<file path="config.mk">
export PLATFORM = sky130hd
export DESIGN_NAME = ppm_symbol_serializer
export DESIGN_NICKNAME = d
export VERILOG_FILES = /design/src/rtl/ppm_symbol_serializer.sv
export SDC_FILE = /design/constraint.sdc
export NUM_CORES = 1
export LEC_CHECK = 0
export CAP_MARGIN = 20
export CORE_UTILIZATION = 52
export CTS_BUF_LIST = sky130_fd_sc_hd__clkbuf_8
export CTS_CLUSTER_SIZE = 14
export DETAILED_ROUTE_END_ITERATION = 7
export PLACE_DENSITY = 0.77
export SLEW_MARGIN = 0
export SYNTH_ARGS = -nofsm -noshare
export SYNTH_HDL_FRONTEND = slang
export SYNTH_SLANG_ARGS = --single-unit
</file>
<file path="constraint.sdc">
create_clock -name clk -period 1.99 [get_ports clk]
set_input_delay 0.398 -clock clk [delete_from_list [all_inputs] [get_ports clk]]
set_output_delay 0.398 -clock clk [all_outputs]
set_load 0.01 [all_outputs]
</file>
<file path="src/rtl/ppm_symbol_serializer.sv">
// Splits DATA_W-bit words into SYM_W-bit PPM symbols held for SYM_CYCLES clocks each, with a one-word skid buffer.
// Optional macro PPM_SER_GRAY_EN: symbols are Gray-coded (s ^ (s >> 1)); otherwise plain binary.
module ppm_symbol_serializer #(
    parameter int DATA_W     = 8,
    parameter int SYM_W      = 2,
    parameter int SYM_CYCLES = 128,
    parameter int DONE_LEAD  = 3,
    parameter int MSB_FIRST  = 0
) (
    input  logic              clk,
    input  logic              rst_n,
    input  logic [DATA_W-1:0] in_data,
    input  logic              in_valid,
    output logic              in_ready,
    output logic [SYM_W-1:0]  sym_out,
    output logic              sym_valid,
    output logic              sym_first,
    output logic              byte_done,
    output logic              busy
);
    localparam int NSYM  = DATA_W / SYM_W;
    localparam int CNT_W = $clog2(SYM_CYCLES);
    localparam int IDX_W = (NSYM > 1) ? $clog2(NSYM) : 1;
    localparam int NSLOT = 1 << IDX_W;

    localparam logic [CNT_W-1:0] CNT_LAST = CNT_W'(SYM_CYCLES - 1);
    localparam logic [CNT_W-1:0] CNT_DONE = CNT_W'(SYM_CYCLES - 1 - DONE_LEAD);
    localparam logic [IDX_W-1:0] IDX_LAST = IDX_W'(NSYM - 1);

    typedef enum logic {
        IDLE,
        SHIFT
    } state_t;

    state_t            state_reg, state_next;
    logic [CNT_W-1:0]  cnt_reg, cnt_next;
    logic [IDX_W-1:0]  idx_reg, idx_next;
    logic [DATA_W-1:0] word_reg, word_next;
    logic [DATA_W-1:0] buf_reg, buf_next;
    logic              buf_full_reg, buf_full_next;
    logic [SYM_W-1:0]  sym_reg, sym_next;

    logic              accept;
    logic              sym_end;
    logic              word_end;
    logic [SYM_W-1:0]  slot [NSLOT];
    logic [SYM_W-1:0]  sym_raw;
    logic [SYM_W-1:0]  sym_code;

    assign in_ready = !buf_full_reg;
    assign accept   = in_valid && in_ready;
    assign sym_end  = (state_reg == SHIFT) && (cnt_reg == CNT_LAST);
    assign word_end = sym_end && (idx_reg == IDX_LAST);

    // Slot table padded to a power of two so idx can index it directly.
    generate
        for (genvar gi = 0; gi < NSLOT; gi++) begin : g_slot
            if (gi < NSYM) begin : g_used
                if (MSB_FIRST != 0) begin : g_msb
                    assign slot[gi] = word_next[DATA_W-1-gi*SYM_W -: SYM_W];
                end else begin : g_lsb
                    assign slot[gi] = word_next[gi*SYM_W +: SYM_W];
                end
            end else begin : g_pad
                assign slot[gi] = '0;
            end
        end
    endgenerate

    assign sym_raw = slot[idx_next];

`ifdef PPM_SER_GRAY_EN
    assign sym_code = sym_raw ^ (sym_raw >> 1);
`else
    assign sym_code = sym_raw;
`endif

    always_comb begin
        state_next    = state_reg;
        cnt_next      = cnt_reg;
        idx_next      = idx_reg;
        word_next     = word_reg;
        buf_next      = buf_reg;
        buf_full_next = buf_full_reg;
        case (state_reg)
            IDLE: begin
                if (accept) begin
                    state_next = SHIFT;
                    word_next  = in_data;
                    idx_next   = '0;
                    cnt_next   = '0;
                end
            end
            SHIFT: begin
                if (!sym_end) begin
                    cnt_next = cnt_reg + 1'b1;
                end else begin
                    cnt_next = '0;
                    if (!word_end) begin
                        idx_next = idx_reg + 1'b1;
                    end else if (buf_full_reg) begin
                        word_next     = buf_reg;
                        buf_full_next = 1'b0;
                        idx_next      = '0;
                    end else if (in_valid) begin
                        word_next = in_data;
                        idx_next  = '0;
                    end else begin
                        state_next = IDLE;
                        idx_next   = '0;
                    end
                end
                // A word offered exactly at end-of-word goes straight to the shift register instead.
                if (accept && !word_end) begin
                    buf_next      = in_data;
                    buf_full_next = 1'b1;
                end
            end
            default: state_next = IDLE;
        endcase
        sym_next = (state_next == SHIFT) ? sym_code : '0;
    end

    always_ff @(posedge clk or negedge rst_n) begin
        if (!rst_n) begin
            state_reg    <= IDLE;
            cnt_reg      <= '0;
            idx_reg      <= '0;
            word_reg     <= '0;
            buf_reg      <= '0;
            buf_full_reg <= 1'b0;
            sym_reg      <= '0;
        end else begin
            state_reg    <= state_next;
            cnt_reg      <= cnt_next;
            idx_reg      <= idx_next;
            word_reg     <= word_next;
            buf_reg      <= buf_next;
            buf_full_reg <= buf_full_next;
            sym_reg      <= sym_next;
        end
    end

    assign sym_out   = sym_reg;
    assign sym_valid = (state_reg == SHIFT);
    assign sym_first = (state_reg == SHIFT) && (cnt_reg == '0);
    assign byte_done = (state_reg == SHIFT) && (idx_reg == IDX_LAST) && (cnt_reg == CNT_DONE);
    assign busy      = (state_reg == SHIFT) || buf_full_reg;

endmodule

</file>
==> Changelog: implementation <==
### Implementation results

- Commonest Layout Cell: buf_4
- M3 GR Usage: 5.116%
- NetSw: 266.9 uW
- Grt met2 use: 42.01%
- Sequential share of cell area: 34.35%
- Global-route wire length before repair: 6.258 mm
- Post-CTS Setup Bufs: 2
- Mapped Cells: 146
- DRT antenna net count: 0
- Slowest stage delay, CP: 0.40 ns
- Power Density: 661.2 nW/um2
- DP HPWL: 2.693 mm
- Largest net degree at the start of global routing: 30
- CTS buffer count: 5
- Hold Vio Cnt, Final: 0
- Initial Util: 55.02%
- Crit end category: flop
- WL/cell: 17.49 um
- Vias in the first global route: 1363
- Die height: 56.25 um
- Crit-path cells: ha_4 > nand4_4 > or3_1 > a222oi_1 > nand2_1 > o31a_1 > o2bb2ai_2
- Clock slew at reported path FFs: 0.07 ns
- GR peak layer: met2
- PostCTS Resize Cnt: 10
- Max VDD drop: 0.001003 V
- Reg2reg setup slack: 0.09 ns
- H-tree lvl count: 2
- Placed Cells: 214
- Top power group: clock
- NumNets Final: 208
- Top-count cell post-synth: dfrtp_1
- Leakage: 0.9120 nW
- #MultiIn Comb: 105
- Top area cell types: dfrtp_1, mux2_2, nand2_1, o221a_2, o21ai_0
- Adder share: 2.453%
- Top routing layer in use: met4
- Worst flop-to-flop path endpoint: sym_out[1]
- Post-layout min period: 1.902 ns
- Number of warnings in the stage logs: 29
- Core region area: 2781 um2
- Num rows: 19
- Initial antenna violation count: 0
- Status: finished clean
- Drt initial violations: 65
- Routability Congestion: 0.8865
- Clock Latency Late Sink: 0.29 ns
- Clock power share: 51.8%
- I/O pins: 18
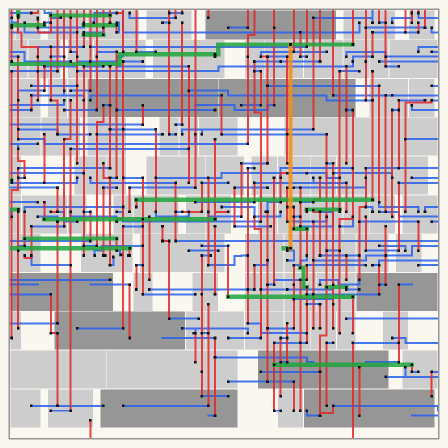
closeup.png
Region (13, 2) to (43, 32) um. Cells in grey, sequential cells in the stronger grey; small squares are vias.
| colour | layer |
|---|---|
| blue | M1 |
| green | M3 |
| orange | M4 |
| red | M2 |
cells with their middle in the window: 83
netlist names of flops here include: cnt_reg (5), word_reg (2)
sequential cells in the window: 9
most frequent: buf_4 (11), o21ai_0 (9), nand2_1 (7)

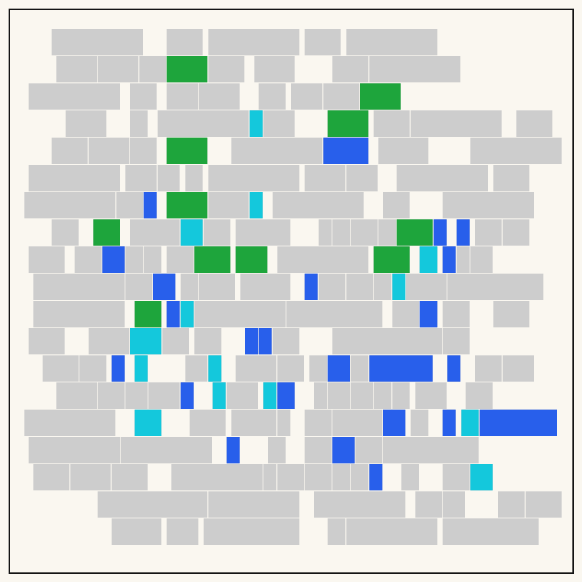
gates.png
Drawn at 10 px/um.
| colour | family | cells | most used |
|---|---|---|---|
| green | non-inverting ao/oa cells | 11 | o221a_2 |
| cyan | nor cells | 14 | nor2_1 |
| blue | nand cells | 24 | nand2_1 |

No activity file was given, so power comes from the tool's default toggle rates.
